### src/rtl/axi_llc_pkg.sv
// Shared LLC configuration types plus the example descriptor and AXI AW payload
// types used by the eviction address stage.
package axi_llc_pkg;

    typedef struct packed {
        int unsigned NumBlocks;
        int unsigned TagLength;
        int unsigned IndexLength;
        int unsigned BlockOffsetLength;
        int unsigned ByteOffsetLength;
    } llc_cfg_t;

    typedef struct packed {
        int unsigned AddrWidthFull;
        int unsigned DataWidthFull;
        int unsigned IdWidthMaster;
    } llc_axi_cfg_t;

    localparam llc_cfg_t LlcDefaultCfg = '{
        NumBlocks:         32'd4,
        TagLength:         32'd23,
        IndexLength:       32'd4,
        BlockOffsetLength: 32'd2,
        ByteOffsetLength:  32'd3
    };

    localparam llc_axi_cfg_t LlcAxiDefaultCfg = '{
        AddrWidthFull: 32'd32,
        DataWidthFull: 32'd64,
        IdWidthMaster: 32'd4
    };

    // Single ID for every eviction so B responses come back in AW order.
    localparam int unsigned EvictAwId    = 0;
    localparam logic [3:0]  EvictAwCache = 4'b0011;
    localparam logic [1:0]  AxiBurstIncr = 2'b01;

    localparam int unsigned DescTagW  = LlcDefaultCfg.TagLength;
    localparam int unsigned DescAddrW = LlcAxiDefaultCfg.AddrWidthFull;
    localparam int unsigned AwIdW     = LlcAxiDefaultCfg.IdWidthMaster;
    localparam int unsigned AwAddrW   = LlcAxiDefaultCfg.AddrWidthFull;

    typedef struct packed {
        logic                 evict;
        logic                 flush;
        logic [DescTagW-1:0]  evict_tag;
        logic [DescAddrW-1:0] a_x_addr;
    } llc_desc_t;

    typedef struct packed {
        logic [AwIdW-1:0]   id;
        logic [AwAddrW-1:0] addr;
        logic [7:0]         len;
        logic [2:0]         size;
        logic [1:0]         burst;
        logic               lock;
        logic [3:0]         cache;
        logic [2:0]         prot;
        logic [3:0]         qos;
        logic [3:0]         region;
        logic [5:0]         atop;
        logic               user;
    } llc_aw_chan_t;

endpackage

### src/rtl/axi_llc_aw_master.sv
// Eviction address stage: registers one descriptor, forks it into an AW burst
// for the victim line (when evicting) and a descriptor for the W-beat unit.
module axi_llc_aw_master
    import axi_llc_pkg::*;
#(
    parameter llc_cfg_t     Cfg       = LlcDefaultCfg,
    parameter llc_axi_cfg_t AxiCfg    = LlcAxiDefaultCfg,
    parameter type          desc_t    = llc_desc_t,
    parameter type          aw_chan_t = llc_aw_chan_t
) (
    input  logic     clk_i,
    input  logic     rst_ni,
    input  desc_t    desc_i,
    input  logic     desc_valid_i,
    output logic     desc_ready_o,
    output desc_t    desc_o,
    output logic     desc_valid_o,
    input  logic     desc_ready_i,
    output aw_chan_t aw_chan_mst_o,
    output logic     aw_chan_valid_o,
    input  logic     aw_chan_ready_i
);

    localparam int unsigned TagW  = Cfg.TagLength;
    localparam int unsigned IdxW  = Cfg.IndexLength;
    localparam int unsigned OffW  = Cfg.BlockOffsetLength + Cfg.ByteOffsetLength;
    localparam int unsigned LineW = TagW + IdxW + OffW;
    localparam int unsigned AddrW = AxiCfg.AddrWidthFull;
    localparam int unsigned IdW   = AxiCfg.IdWidthMaster;

    desc_t              r_desc;
    logic               r_aw_pend;
    logic               r_desc_pend;
    logic               w_accept;
    logic               w_aw_hs;
    logic               w_desc_hs;
    logic [LineW-1:0]   w_line_addr;
    aw_chan_t           w_aw;

    // Fork-ready: free once every pending branch completes this cycle.
    assign desc_ready_o = (~r_aw_pend | aw_chan_ready_i) & (~r_desc_pend | desc_ready_i);
    assign w_accept     = desc_valid_i & desc_ready_o;
    assign w_aw_hs      = r_aw_pend & aw_chan_ready_i;
    assign w_desc_hs    = r_desc_pend & desc_ready_i;

    always_ff @(posedge clk_i or negedge rst_ni) begin
        if (!rst_ni) begin
            r_aw_pend   <= 1'b0;
            r_desc_pend <= 1'b0;
        end else if (w_accept) begin
            r_aw_pend   <= desc_i.evict;
            r_desc_pend <= 1'b1;
        end else begin
            if (w_aw_hs)   r_aw_pend   <= 1'b0;
            if (w_desc_hs) r_desc_pend <= 1'b0;
        end
    end

    always_ff @(posedge clk_i or negedge rst_ni) begin
        if (!rst_ni) begin
            r_desc <= '0;
        end else if (w_accept) begin
            r_desc <= desc_i;
        end
    end

    // Victim line address: stored tag, index from the request, line-aligned.
    assign w_line_addr = {TagW'(r_desc.evict_tag),
                          r_desc.a_x_addr[OffW +: IdxW],
                          OffW'(0)};

    always_comb begin
        w_aw       = '0;
        w_aw.id    = IdW'(EvictAwId);
        w_aw.addr  = AddrW'(w_line_addr);
        w_aw.len   = 8'(Cfg.NumBlocks - 1);
        w_aw.size  = 3'($clog2(AxiCfg.DataWidthFull / 8));
        w_aw.burst = AxiBurstIncr;
        w_aw.cache = EvictAwCache;
    end

    assign aw_chan_mst_o   = w_aw;
    assign aw_chan_valid_o = r_aw_pend;
    assign desc_o          = r_desc;
    assign desc_valid_o    = r_desc_pend;

`ifndef SYNTHESIS
    a_aw_evict : assert property (@(posedge clk_i) disable iff (!rst_ni)
        aw_chan_valid_o |-> r_desc.evict);
    a_aw_stable : assert property (@(posedge clk_i) disable iff (!rst_ni)
        (aw_chan_valid_o && !aw_chan_ready_i) |=> $stable(aw_chan_mst_o));
`endif

endmodule

### config.mk
export PLATFORM = sky130hd
export DESIGN_NAME = axi_llc_aw_master
export DESIGN_NICKNAME = d
export VERILOG_FILES = /design/src/rtl/axi_llc_pkg.sv /design/src/rtl/axi_llc_aw_master.sv
export SDC_FILE = /design/constraint.sdc
export NUM_CORES = 1
export LEC_CHECK = 0
export CORE_MARGIN = 5
export CORE_UTILIZATION = 32
export CTS_CLUSTER_SIZE = 8
export DETAILED_ROUTE_END_ITERATION = 8
export PLACE_DENSITY_LB_ADDON = 0.05
export SYNTH_ARGS = -nofsm -noshare
export SYNTH_HDL_FRONTEND = slang
export SYNTH_SLANG_ARGS = --single-unit
### constraint.sdc
create_clock -name clk_i -period 1.15 [get_ports clk_i]
set_input_delay 0.115 -clock clk_i [delete_from_list [all_inputs] [get_ports clk_i]]
set_output_delay 0.115 -clock clk_i [all_outputs]
set_load 0.01 [all_outputs]
==> deck_impl_summary.md, run 1 <==
Synthesis and Place & Route Summary

Outcome
  – Status: finished with violations
  – Failing checks: setup timing

Die
  – Fp util: 0.3241

Power
  – Reg power frac: 0.376
  – Tot Pwr: 7.286 mW
  – Comb. pwr: 2.40 mW
  – Maximum vdd drop: 608.1 uV
  – P_leak: 2.073 nW
  – Combinational share of power: 0.330

Logic synthesis
  – Netlist Area Pre-Place: 2785 um^2
  – Cells after synthesis: 203
  – Sequential fraction of the synthesis area: 0.5301
  – Avg Inst Size Synth: 13.72 um^2
  – Ys Warns: 0
  – Top FF cell, synth: dfrtp_1
  – Most frequent cells after synthesis: buf_4 (72), dfrtp_1 (59), mux2_2 (49)
  – Chip Area, Yosys: 2785 um^2
  – Flip-flops with a built-in enable: 0

Critical path
  – WP buf/inv: 2
  – Nature of the critical path endpoint: flip-flop
  – R2r endpoint: desc_o[22]$_DFFE_PN0P_
  – Crit-path cells: nand2b_4 -> nand3_4 -> buf_8 -> buf_12 -> mux2_2
  – Top delay family on crit path: flip-flops
  – CP Data Arrival Time: 1.55 ns
  – Worst path slowest cell: dfrtp_1
  – CP Max Fanout: 10

Final timing
  – Fmax: 750.1 MHz
  – Clock skew: 0.006599 ns
  – Endpoints failing hold: 0
  – Tcrit/Tclk final: 1.159
  – RSZ-0062 raised after global routing: true
  – Final setup fails: 58
  – Min setup slack post-route: -0.1831 ns
  – Fin Setup TNS: -8.011 ns

Global route
  – Largest net degree at the start of global routing: 30
  – Initial antenna violation count: 0

Finish
  – Synthesis-to-layout area growth: 62.35%
  – Final core utilization: 0.5262
  – Most numerous logic cells after layout: clkdlybuf4s15_1 (66), clkdlybuf4s50_1 (60), dfrtp_1 (59)

Clocking
  – H-tree depth reported by CTS: 3
  – Max clock buf depth: 2

Placement
  – Placement Cell Area: 4105 um^2
  – Cells after DPL: 433

Route
  – # DRC: 0
-- run 1: worst max-delay path by stage --
| stage | from | to | slack (ns) | cells past startpoint |
|---|---|---|---|---|
| 2_1_floorplan | aw_chan_valid_o$_DFFE_PN0P_ | aw_chan_mst_o[48]$_DFFE_PN0P_ | -0.14 | 5 |
| 3_3_place_gp | aw_chan_ready_i | desc_ready_o | -0.38 | 4 |
| 3_5_place_dp | aw_chan_ready_i | desc_o[4]$_DFFE_PN0P_ | -0.41 | 5 |
| 4_1_cts | aw_chan_valid_o$_DFFE_PN0P_ | desc_o[17]$_DFFE_PN0P_ | -0.21 | 5 |
| 5_1_grt | desc_valid_o$_DFFE_PN0P_ | desc_o[25]$_DFFE_PN0P_ | -0.24 | 5 |
| 6_report | desc_valid_o$_DFFE_PN0P_ | desc_o[22]$_DFFE_PN0P_ | -0.18 | 5 |
-- run 1: cell families after synthesis --
| group | count (synthesis) | synth area share |
|---|---|---|
| buf+inv | 79 | 0.2107 |
| simple gates | 5 | 0.01348 |
| mux | 57 | 0.2412 |
| other cells | 2 | 0.002696 |
| compound gates | 1 | 0.001795 |
| flops | 59 | 0.5301 |
-- run 1: state kept, by name (all words and copies together), names as in the netlist --
| register | flops |
|---|---|
| desc_o | 30 |
| aw_chan_mst_o | 27 |
| aw_chan_valid_o | 1 |
| desc_valid_o | 1 |
-- run 1: cell type report --
type	count	area (um^2)	share of cell area
Clock inverter	4	72.57	0.01605
Tap cell	108	135.1	0.02988
Clock buffer	12	155.1	0.03431
Timing Repair Buffer	172	1778	0.3932
Sequential cell	59	1476	0.3265
Inverter	1	3.754	0.0008301
Multi-Input combinational cell	108	900.9	0.1992
**Run 1: routed clock nets over the placement**

(3 px per um)
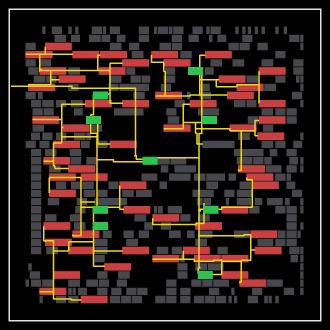
Key: flip-flops = red [count 59]; clock-net drivers = green [count 9]; clock wires = yellow [length 855 um]
There are 10 routed clock nets. Position of the flops: widely spread.
clk pwr: 2.14 mW
Clock Power Share: 0.294

**Run 1: track usage over the die**

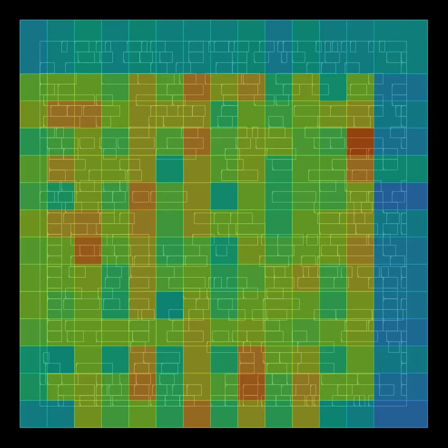
met3 global-route usage: 0.05634
WL/cell: 14.64 um
gr usage total: 0.1248
Most Used Layer, Global Route: met2
met1 GRT Util: 0.1496

**Run 1: signal wires by layer**

(4 px per um)
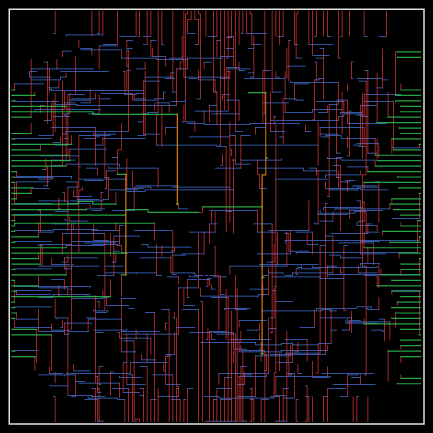
Key: M2 = red [wire length 3240 um]; M1 = blue [wire length 2650 um]; M4 = orange [wire length 114 um]; M3 = green [wire length 792 um]
final WL: 6793 um
DR vias: 1879

**Run 1: layout detail**

Window x 67 to 87, y 16 to 36 um. Cells in grey, sequential cells in the stronger grey; small squares are vias.
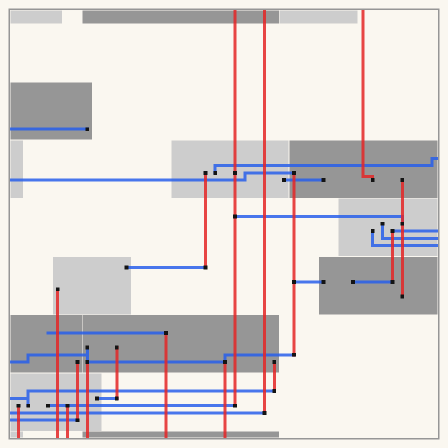

--- run 2 (diff from run 1) ---
ABC_AREA = 0   (was not set)
PLACE_DENSITY = 0.87   (was not set)
PLACE_DENSITY_LB_ADDON = not set   (was 0.05)
RECOVER_POWER = 50   (was not set)
**Run 2: layout detail**

Window x 67 to 87, y 16 to 36 um. Cells in grey, sequential cells in the stronger grey; small squares are vias.
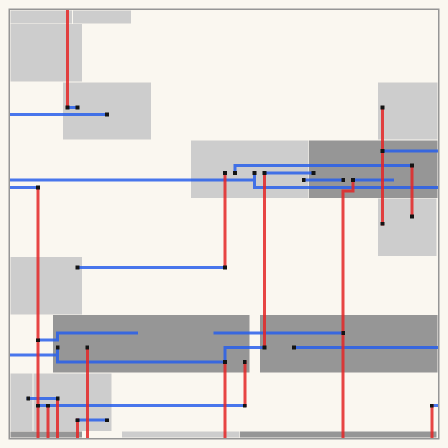
Key: M1 = blue; M2 = red
10 logic cells have their middle in the window. Sequential cells in the window: 3. Netlist names of flops here include aw_chan_mst_o (3). Most frequent: dfrtp_1 (3), clkdlybuf4s15_1 (2).

**Run 2: signal wires by layer**

(4 px per um)
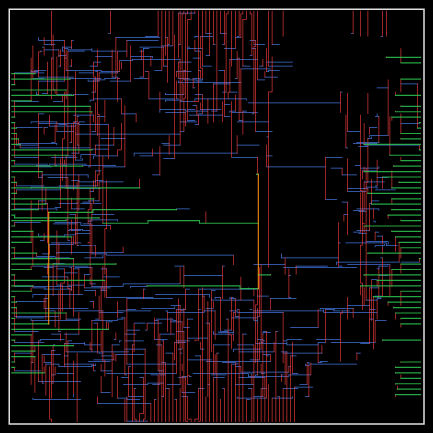
Key: M2 = red [wire length 3450 um]; M4 = orange [wire length 56.4 um]; M3 = green [wire length 953 um]; M1 = blue [wire length 2270 um]
final WL: 6723 um
DR vias: 1850
gr usage total: 0.1264
WL/cell: 14.84 um

==> run 2 against run 1 <==
Against the previous run:
- the run still ends with setup timing left
- area after synthesis stayed put
- setup slack better by 0.029 ns
- via count fell by 1.5%
- clock power increased by 11%
- critical path depth did not move
- flip-flop count stayed put
- register-to-register slack improved by 0.03 ns
- first-iteration DRC count rose by 47%
- synthesized cell count unchanged
- critical endpoint is now desc_o[11]$_DFFE_PN0P_
==> deck_impl_summary.md, run 2 <==
Synthesis and Place & Route Summary

Critical path
  – Top delay family on crit path: flip-flops
  – CP Capture Point: desc_o[11]$_DFFE_PN0P_
  – CP Max Fanout: 27
  – WP buf/inv: 2
  – CP Data Arrival Time: 1.52 ns
  – CP startpoint: desc_valid_o$_DFFE_PN0P_
  – Crit-path cells: buf_6 -> nand2b_4 -> nand3_4 -> buf_12 -> mux2_2

Logic synthesis
  – Ys Warns: 0
  – Chip Area, Yosys: 2785 um^2
  – Flip-flops with a built-in enable: 0
  – Netlist Area Pre-Place: 2785 um^2
  – Cells after synthesis: 203

Outcome
  – Status: finished with violations
  – Failing checks: setup timing

Final timing
  – Final setup fails: 58
  – RSZ-0062 raised after global routing: true
  – Tcrit/Tclk final: 1.134
  – Min setup slack post-route: -0.1542 ns
  – Endpoints failing hold: 0

Finish
  – Synthesis-to-layout area growth: 55.30%
  – Max reg flops: 30
  – Most numerous logic cells after layout: clkdlybuf4s15_1 (71), clkdlybuf4s50_1 (60), dfrtp_1 (59)

Power
  – Maximum vdd drop: 1037 uV
  – Reg power frac: 0.372
  – P_leak: 1.970 nW

Route
  – # DRC: 0

Clocking
  – Max clock buf depth: 2
**Run 2: routed clock nets over the placement**

(3 px per um)
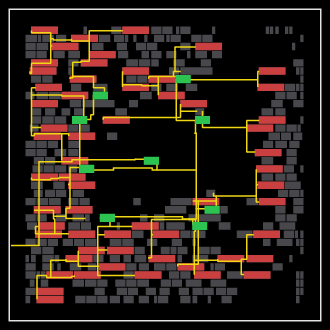
Key: clock-net drivers = green [count 9]; clock wires = yellow [length 895 um]; flip-flops = red [count 59]
There are 10 routed clock nets. Position of the flops: widely spread.
Clock Power Share: 0.321
clk pwr: 2.37 mW
clock skew: 0.007327 ns

[run 2: cell type report]
class,instances,area [um^2],share of cell area
timing repair buffer,161,1564,0.3616
tap,108,135.1,0.03124
multi-input combinational,108,895.9,0.2071
inverter,1,3.754,0.0008678
sequential,59,1476,0.3413
clock inverter,6,112.6,0.02603
clock buffer,10,137.6,0.03182
[run 2: worst reg2reg max path: stages (launching register included)]
cell	delay [ns]
dfrtp_1	0.36
buf_6	0.11
nand2b_4	0.06
nand3_4	0.10
buf_12	0.19
mux2_2	0.38
[run 2: repair_timing]
item,4_1_cts,5_1_grt
setup endpoints to repair,144,95
setup buffers,6,1
hold endpoints to repair,59,0
gates resized,142,39
hold buffers,1,0
[run 2: cell families (layout without fill, tap and decap cells)]
logic type / Yosys count / after routing / synth area share
muxes: 57 / 57 / 0.2412
DFF: 59 / 59 / 0.5301
other: 2 / 45 / 0.002696
and+or+nand+nor: 5 / 5 / 0.01348
buffers and inverters: 79 / 178 / 0.2107
AOI/OAI and AO/OA: 1 / 1 / 0.001795
[run 2: power groups by stage]
stage	clock (mW)	sequential [mW]	combinational, mW
finish	2.37	2.75	2.27
global route	2.55	2.81	2.44
CTS	2.44	2.74	2.27
detailed placement	0	2.79	2.57
global placement	0	2.77	2.52
floorplan	0	2.96	1.11
[run 2: per-stage QoR]
stage	util	area [um^2]
floorplan	-	2963
global placement	0.4736	4070
detailed placement	0.4736	4070
CTS	0.5015	4309
global route	0.5033	4325
finish	0.5033	4325
[run 2: routing by layer]
layer  vias to the layer above  share of wire  track usage
met5                         -              0            0
met3                         6           0.14      0.07109
met1                       901           0.34       0.1309
li1                        828              -            -
met4                         0         0.0083      0.04183
met2                       115           0.51       0.2166
Power is estimated from default activity; no workload was simulated.
